File: src/rtl/i2c_bus_monitor.sv
// ---------------------------------------------------------------------------
// i2c_bus_monitor
//
// Passive I2C bus observer. Both raw pins are synchronised into the clk
// domain, deglitched by a per-line hold counter, and then decoded into
// START / repeated START / STOP events, captured data bytes and the
// ACK/NACK bit that follows each byte.
//
// Optional feature (macro I2C_MON_TIMEOUT_EN): a bus-stuck watchdog that
// drops busy when no filtered SCL edge is seen for TIMEOUT_CYC clocks while
// a transfer is in progress. Without the macro, timeout is tied to 0.
//
// Parameters
//   FILT_LEN     clocks a synchronised line must hold a new level (1..15)
//   TIMEOUT_CYC  watchdog length in clocks (2..65535, macro builds only)
//
// Ports
//   clk         system clock, rising edge
//   rst_n       asynchronous active-low reset
//   scl, sda    raw I2C pins, asynchronous to clk
//   start       1-clock pulse on any START (including repeated START)
//   rep_start   1-clock pulse on a START seen while busy
//   stop        1-clock pulse on STOP
//   busy        high from START until STOP (or timeout)
//   data_out    last captured byte, MSB first on the wire
//   byte_valid  1-clock pulse when data_out updates
//   ack         last 9th-bit value, 1 = ACK (SDA low)
//   ack_valid   1-clock pulse when ack updates
//   timeout     1-clock pulse on bus-stuck timeout
//
// All event outputs are registered: an event decoded from the filtered
// lines in one cycle appears on the outputs after the next rising edge.
// ---------------------------------------------------------------------------
module i2c_bus_monitor #(
    parameter int FILT_LEN    = 3,
    parameter int TIMEOUT_CYC = 4096
) (
    input  logic       clk,
    input  logic       rst_n,
    input  logic       scl,
    input  logic       sda,
    output logic       start,
    output logic       rep_start,
    output logic       stop,
    output logic       busy,
    output logic [7:0] data_out,
    output logic       byte_valid,
    output logic       ack,
    output logic       ack_valid,
    output logic       timeout
);

    localparam logic [3:0] LP_FILT_LAST = 4'(FILT_LEN - 1);

    // Synchronisers (reset to 1 = idle bus)
    logic       r_scl_s1, r_scl_s2, r_sda_s1, r_sda_s2;
    // Deglitch filters
    logic       r_scl_f, r_sda_f;
    logic [3:0] r_scl_cnt, r_sda_cnt;
    // Previous-cycle copies of the filtered lines
    logic       r_scl_p, r_sda_p;
    // Decoder state and registered outputs
    logic       r_start, r_rep_start, r_stop, r_busy;
    logic [3:0] r_bit_cnt;
    logic [7:0] r_shift, r_data;
    logic       r_byte_valid, r_ack, r_ack_valid;

    logic       w_start, w_stop, w_scl_rise, w_scl_edge, w_timeout_hit;

    always_ff @(posedge clk or negedge rst_n) begin
        if (!rst_n) begin
            r_scl_s1 <= 1'b1;
            r_scl_s2 <= 1'b1;
            r_sda_s1 <= 1'b1;
            r_sda_s2 <= 1'b1;
        end else begin
            r_scl_s1 <= scl;
            r_scl_s2 <= r_scl_s1;
            r_sda_s1 <= sda;
            r_sda_s2 <= r_sda_s1;
        end
    end

    // The filtered level flips on the clock where the disagreement count
    // would reach FILT_LEN, so a level must persist FILT_LEN clocks.
    always_ff @(posedge clk or negedge rst_n) begin
        if (!rst_n) begin
            r_scl_f   <= 1'b1;
            r_scl_cnt <= 4'd0;
        end else if (r_scl_s2 == r_scl_f) begin
            r_scl_cnt <= 4'd0;
        end else if (r_scl_cnt == LP_FILT_LAST) begin
            r_scl_f   <= r_scl_s2;
            r_scl_cnt <= 4'd0;
        end else begin
            r_scl_cnt <= r_scl_cnt + 4'd1;
        end
    end

    always_ff @(posedge clk or negedge rst_n) begin
        if (!rst_n) begin
            r_sda_f   <= 1'b1;
            r_sda_cnt <= 4'd0;
        end else if (r_sda_s2 == r_sda_f) begin
            r_sda_cnt <= 4'd0;
        end else if (r_sda_cnt == LP_FILT_LAST) begin
            r_sda_f   <= r_sda_s2;
            r_sda_cnt <= 4'd0;
        end else begin
            r_sda_cnt <= r_sda_cnt + 4'd1;
        end
    end

    always_ff @(posedge clk or negedge rst_n) begin
        if (!rst_n) begin
            r_scl_p <= 1'b1;
            r_sda_p <= 1'b1;
        end else begin
            r_scl_p <= r_scl_f;
            r_sda_p <= r_sda_f;
        end
    end

    // Requiring SCL high in both cycles rejects simultaneous SCL/SDA moves.
    assign w_start    = r_scl_p & r_scl_f &  r_sda_p & ~r_sda_f;
    assign w_stop     = r_scl_p & r_scl_f & ~r_sda_p &  r_sda_f;
    assign w_scl_rise = ~r_scl_p & r_scl_f;
    assign w_scl_edge = r_scl_p ^ r_scl_f;

`ifdef I2C_MON_TIMEOUT_EN
    localparam logic [15:0] LP_TO_LAST = 16'(TIMEOUT_CYC - 1);

    logic [15:0] r_to_cnt;
    logic        r_timeout;

    // START/STOP take priority over an expiring watchdog in the same cycle.
    assign w_timeout_hit = r_busy & ~w_start & ~w_stop & ~w_scl_edge &
                           (r_to_cnt == LP_TO_LAST);

    always_ff @(posedge clk or negedge rst_n) begin
        if (!rst_n) begin
            r_to_cnt  <= 16'd0;
            r_timeout <= 1'b0;
        end else begin
            r_timeout <= w_timeout_hit;
            if (!r_busy || w_start || w_stop || w_scl_edge || w_timeout_hit) begin
                r_to_cnt <= 16'd0;
            end else begin
                r_to_cnt <= r_to_cnt + 16'd1;
            end
        end
    end

    assign timeout = r_timeout;
`else
    localparam logic [15:0] LP_TO_CFG = 16'(TIMEOUT_CYC);

    logic w_unused_timeout_cfg;

    assign w_unused_timeout_cfg = ^LP_TO_CFG;
    assign w_timeout_hit        = 1'b0;
    assign timeout              = 1'b0;
`endif

    always_ff @(posedge clk or negedge rst_n) begin
        if (!rst_n) begin
            r_start      <= 1'b0;
            r_rep_start  <= 1'b0;
            r_stop       <= 1'b0;
            r_busy       <= 1'b0;
            r_bit_cnt    <= 4'd0;
            r_shift      <= 8'h00;
            r_data       <= 8'h00;
            r_byte_valid <= 1'b0;
            r_ack        <= 1'b0;
            r_ack_valid  <= 1'b0;
        end else begin
            r_start      <= w_start;
            r_rep_start  <= w_start & r_busy;
            r_stop       <= w_stop;
            r_byte_valid <= 1'b0;
            r_ack_valid  <= 1'b0;

            if (w_start) begin
                r_busy <= 1'b1;
            end else if (w_stop || w_timeout_hit) begin
                r_busy <= 1'b0;
            end

            // A START, STOP or timeout discards any partial byte.
            if (w_start || w_stop || w_timeout_hit) begin
                r_bit_cnt <= 4'd0;
                r_shift   <= 8'h00;
            end else if (r_busy && w_scl_rise) begin
                if (r_bit_cnt == 4'd8) begin
                    r_ack       <= ~r_sda_f;
                    r_ack_valid <= 1'b1;
                    r_bit_cnt   <= 4'd0;
                end else begin
                    r_shift   <= {r_shift[6:0], r_sda_f};
                    r_bit_cnt <= r_bit_cnt + 4'd1;
                    if (r_bit_cnt == 4'd7) begin
                        r_data       <= {r_shift[6:0], r_sda_f};
                        r_byte_valid <= 1'b1;
                    end
                end
            end
        end
    end

    assign start      = r_start;
    assign rep_start  = r_rep_start;
    assign stop       = r_stop;
    assign busy       = r_busy;
    assign data_out   = r_data;
    assign byte_valid = r_byte_valid;
    assign ack        = r_ack;
    assign ack_valid  = r_ack_valid;

endmodule

File: config.mk
export PLATFORM = sky130hd
export DESIGN_NAME = i2c_bus_monitor
export DESIGN_NICKNAME = d
export VERILOG_FILES = /design/src/rtl/i2c_bus_monitor.sv
export SDC_FILE = /design/constraint.sdc
export NUM_CORES = 1
export LEC_CHECK = 0
export ABC_AREA = 1
export ABC_CLOCK_PERIOD_IN_PS = 1300
export CAP_MARGIN = 20
export CORE_MARGIN = 4
export CORE_UTILIZATION = 50
export CTS_BUF_LIST = sky130_fd_sc_hd__clkbuf_4 sky130_fd_sc_hd__clkbuf_8
export CTS_CLUSTER_DIAMETER = 50
export DETAILED_ROUTE_END_ITERATION = 10
export HOLD_SLACK_MARGIN = 0.12
export PLACE_DENSITY = 0.81
export SYNTH_ARGS = -nofsm -noshare
export SYNTH_HDL_FRONTEND = slang
export SYNTH_SLANG_ARGS = --single-unit
File: constraint.sdc
create_clock -name clk -period 1.3 [get_ports clk]
set_input_delay 0.26 -clock clk [delete_from_list [all_inputs] [get_ports clk]]
set_output_delay 0.26 -clock clk [all_outputs]
set_load 0.02 [all_outputs]
### Routing congestion, run 1

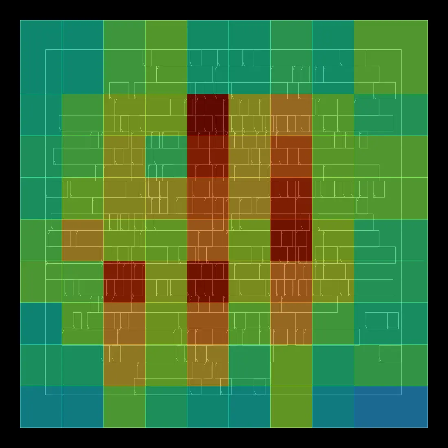
busiest layer in global routing: met2
met3 Track Usage GR: 4.160%

### Selected gate families, run 1

The bar under the picture is 20 um long.
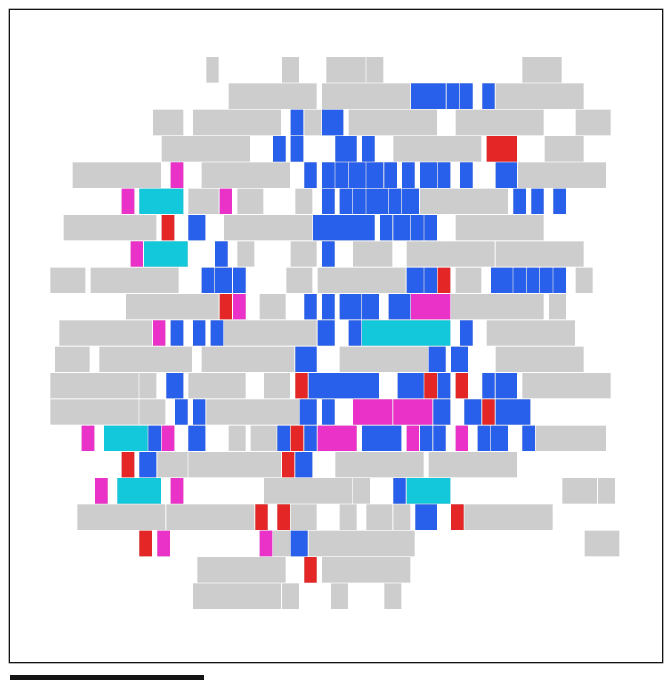
nor cells: marked magenta, cells 18, most used nor2_1. fa/ha/maj cells: marked cyan, cells 6, most used ha_1. nand cells: marked blue, cells 90, most used nand2_1. inv cells: marked red, cells 16, most used inv_1.
most numerous logic cell after layout: nand2_1
Non-Filler Instances: 261

### A small window of the routed layout, run 1

The bar under the picture is 10 um long. Window x 27 to 67, y 0 to 40 um. Cells in gray, sequential cells in the stronger gray; small squares are vias.
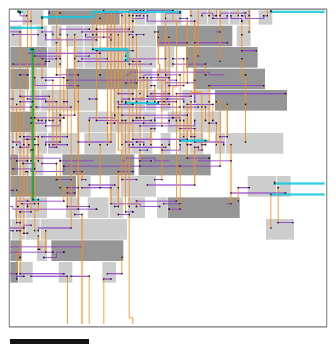
M1: marked purple. M2: marked orange. M4: marked green. M3: marked cyan.
Sequential cells in the window: 11. Netlist names of flops here include r_bit_cnt (4), r_shift (2). 89 logic cells have their middle in the window. Most frequent: nand2_1 (19), nand3_1 (11), dfrtp_1 (10).

### Metal 1, run 1

The bar under the picture is 20 um long. Supply wires on this layer in gray.
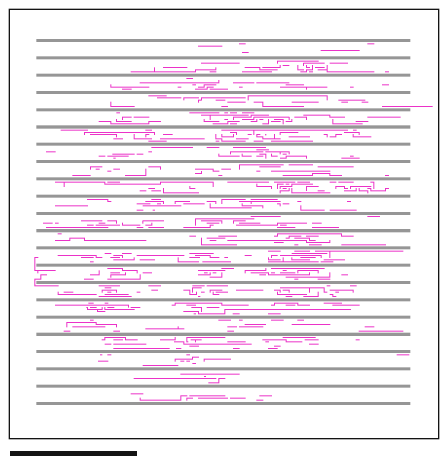
The layer holds 42% of the routed length. 201 nets have wire on it. The layer carries 1370 um of wire.

==> changes_impl.md, run 1 <==
### Physical design

* Comb area share at 32.08%
* Number of max-cap violations at 0
* Worst flop-to-flop path startpoint: r_bit_cnt[0]$_DFFE_PN0P_
* R2r endpoint: r_bit_cnt[0]$_DFFE_PN0P_
* Setup slack after layout at -0.01518 ns
* Initial antenna violation count at 0
* Sequential area share after synthesis at 60.18%
* Status: finished, violations left
* Cell depth of the worst setup path at 7
* Post-Syn Area per Cell at 9.686 um2
* Area figure in the yosys stat output at 1763 um2
* OpenROAD warning count at 31
* Pwr dens at 1659 nW/um2
* Post-CTS sizing at 37
* CLK BUF at 5
* Flops at 42
* Vias in the first global route at 1195
* Failing checks: negative setup slack
* Flop share of the area at 49.08%
* Final Critical Period at 1.315 ns
* Crit. End Element: register
* # Taps at 46
* Distinct lib cells used at 22
* Filler instances at 292
* Gpl congestion at 0.8343
* Cell taking the most area after synthesis: dfrtp_1
* Crit-path max cell delay at 0.47 ns
* Clk Latency, worst-skew pair at 0.34 ns
* Max VDD drop at 1.269 mV
* Setup-failing EPs final at 2
* Critical path required time at 1.54 ns
* Cycle use final at 101.2%
* Final Hold Vio Count at 0
* Avg WL per Cell at 12.57 um
* Layout area overhead at 22.78%
* Register area at 1062 um2
* Worst setup path startpoint: r_bit_cnt[0]$_DFFE_PN0P_
* Nets at 224
* CP cell instances: inv_2 > ha_4 > nand2_2 > nor2_4 > nor2_4 > nand2_1 > nand2_1
* Remaining global-route overflow at 0
* Core area at 3363 um2
* Chip area at 4540 um2
* Max FO, Critical Path at 5
* Arr. time, crit path at 1.56 ns
## run 1: stage by stage
stage                     instance area [um2]  hold slack, ns  instances  total power, mW
after floorplan                          1763        -0.03559        182            2.364
after global placement                   2037          0.1583        250            2.652
after detailed placement                 2037          0.1619        250            2.699
after CTS                                2151          0.3059        260            3.519
after global routing                     2165          0.3028        261            3.832
final                                    2165          0.3141        261            3.592
## run 1: synth_stat cells
cell,count
dfrtp_1,34
clkinv_4,1
nand3b_4,1
nand3b_1,1
dfstp_2,8
buf_6,1
xor2_1,2
o21ai_0,3
nand2_1,62
nand3_1,22
nand2_2,1
buf_2,1
o21ai_1,1
nor2_1,15
buf_4,1
inv_1,15
ha_1,6
nor2_4,2
conb_1,1
xnor2_1,2
nand3_4,1
nand4_1,1
## run 1: how the worst min path moves through the flow
stage / from / endpoint / slack, ns / cells after the start
finish: sda / r_sda_s1$_DFF_PN1_ / 0.31 / 1
floorplan: rst_n / ack$_DFFE_PN0P_ / -0.04 / 0
CTS: rst_n / ack_valid$_DFF_PN0_ / 0.31 / 2
global route: scl / r_scl_s1$_DFF_PN1_ / 0.30 / 1
detailed placement: rst_n / ack_valid$_DFF_PN0_ / 0.16 / 1
global placement: rst_n / ack_valid$_DFF_PN0_ / 0.16 / 1
## run 1: routing by layer
layer  wire [um]  vias to the layer above  share of wire, %  global-route usage (%)
met4          53                        0               1.6                   6.835
met5           0                        -                 0                       0
li1            -                      634                 -                       -
met3         154                        6               4.7                   4.160
met1        1368                      627                42                   18.81
met2        1705                       38                52                   25.64
## run 1: where the power goes
group          leakage [nW]  total (mW)  switching [mW]  internal, mW
Sequential            0.550        1.78           0.222          1.56
Combinational         0.558        1.00           0.599         0.404
Clock                0.0450       0.806           0.408         0.399
Total                  1.15        3.59            1.23          2.36
## Run 2: what changed since run 1
--- a/config.mk
+++ b/config.mk
@@ -14,7 +14,8 @@
 export CTS_CLUSTER_DIAMETER = 50
 export DETAILED_ROUTE_END_ITERATION = 10
 export HOLD_SLACK_MARGIN = 0.12
-export PLACE_DENSITY = 0.81
+export PLACE_DENSITY = 0.72
+export SETUP_SLACK_MARGIN = 0.5
 export SYNTH_ARGS = -nofsm -noshare
 export SYNTH_HDL_FRONTEND = slang
 export SYNTH_SLANG_ARGS = --single-unit
### Selected gate families, run 2

The bar under the picture is 20 um long.
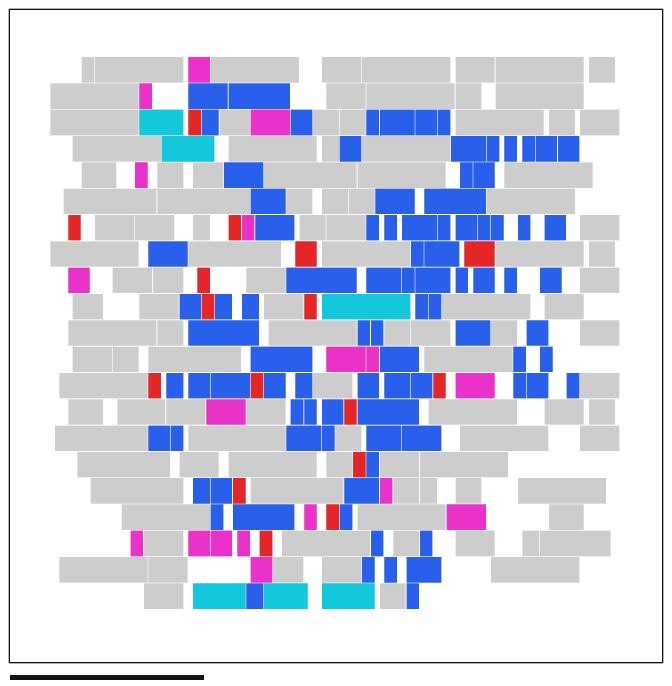
fa/ha/maj cells: marked cyan, cells 6, most used ha_2. nand cells: marked blue, cells 91, most used nand2_1. nor cells: marked magenta, cells 18, most used nor2_1. inv cells: marked red, cells 16, most used inv_2.
Comb area share: 34.72%
Non-Filler Instances: 287

### The metal 3 layer, run 2

The bar under the picture is 20 um long.
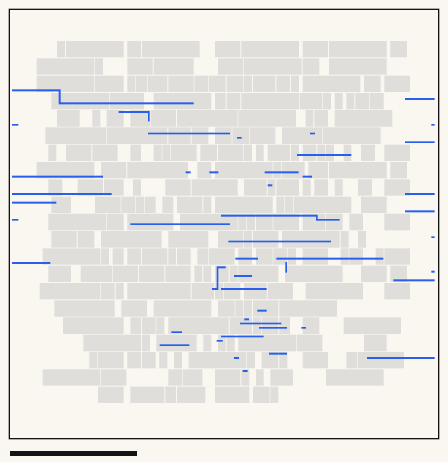
The layer carries 258 um of wire. The layer holds 5.6% of the routed length. The longest straight run is 20.9 um.
met3 Track Usage GR: 5.491%
Vias: 1545
DRT Wirelength: 4623 um

### A small window of the routed layout, run 2

The bar under the picture is 10 um long. Window x 27 to 67, y 0 to 40 um. Cells in gray, sequential cells in the stronger gray; small squares are vias.
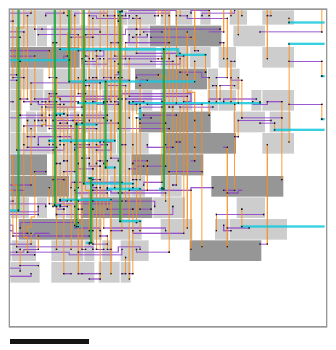
M1: marked purple. M3: marked cyan. M4: marked green. M2: marked orange.
95 logic cells have their middle in the window. Netlist names of flops here include r_bit_cnt (4), data_out (2), r_scl_cnt (2). Most frequent: nand2_1 (21), buf_6 (12), dfrtp_1 (11). Sequential cells in the window: 12.

==> changes_impl.md, run 2 <==
### Physical design

* Vias in the first global route at 1510 (+26%)
* Failing checks: negative setup slack
* Number of max-cap violations at 0 (unchanged)
* Distinct lib cells used at 22 (unchanged)
* Setup-failing EPs final at 13 (+11)
* Setup slack after layout at -0.04682 ns (-0.03164 ns)
* Total chip power at 4.528 mW (+26%)
* Int Pwr at 2.752 mW (+16%)
* Top power group: combinational cells
* Status: finished, violations left
* Filler instances at 207 (-29%)
* Dpl cells at 247 (-1.2%)
* Cell taking the most area after synthesis: dfrtp_1
* Final Hold Vio Count at 0 (unchanged)
* NetSw at 1.775 mW (+44%)
* CP cell instances: buf_6 > nand3b_4 > nor2_4 > nand2_1 > nand2_1
* Finished layout cell area at 2703 um2 (+25%)
* Clk. pwr at 688 uW (-15%)
* DP Area at 2047 um2 (+0.49%)
* Cycle use final at 103.6% (+2.4 points)
* Routing usage on met1 at 21.87% (+3.1 points)
* Sequential area share after synthesis at 60.18% (unchanged)
run 2: cells by family (layout without fill, tap and decap cells):
group	after synthesis	count (layout)	synth area share [%]
buf+inv	19	75	5.039
xor+xnor	4	4	1.988
flops	42	42	60.18
fa+ha+maj	6	6	4.258
other cells	1	1	0.2127
compound gates	4	4	1.135
simple gates	106	109	27.18
run 2: layout make-up:
| class | count | area, um2 | share of cell area (%) |
|---|---|---|---|
| sequential | 42 | 1062 | 39.31 |
| clock inverter | 2 | 12.51 | 0.4630 |
| clock buffer | 6 | 51.30 | 1.898 |
| multi-input combinational | 124 | 938.4 | 34.72 |
| inverter | 16 | 67.56 | 2.500 |
| timing repair buffer | 51 | 513.0 | 18.98 |
| tap | 46 | 57.56 | 2.130 |
run 2: metrics by stage:
step,setup slack (ns),setup TNS [ns]
6_report,-0.04682,-0.2050
5_1_grt,-0.1039,-1.223
4_1_cts,-0.03940,-0.1887
3_5_place_dp,-0.002821,-0.002821
3_3_place_gp,0.02431,0
2_1_floorplan,0.08956,0
run 2: path summary, 6_finish.rpt:
path	from	endpoint	slack, ns
max	r_scl_f$_DFFE_PN1P_	r_shift[2]$_DFFE_PN0P_	-0.05
min in group asynchronous	rst_n	ack_valid$_DFF_PN0_	0.39
min	scl	r_scl_s1$_DFF_PN1_	0.30
max reg2reg	r_scl_f$_DFFE_PN1P_	r_shift[2]$_DFFE_PN0P_	-0.05
max in group asynchronous	rst_n	r_sda_s1$_DFF_PN1_	0.64
min reg2reg	r_sda_s1$_DFF_PN1_	r_sda_s2$_DFF_PN1_	0.36
run 2: per-layer routing:
layer	vias up	routed length, um
met5	-	0
met4	0	182
li1	688	-
met1	773	1742
met3	21	257
met2	63	2440
No activity file was given, so power comes from the tool's default toggle rates.
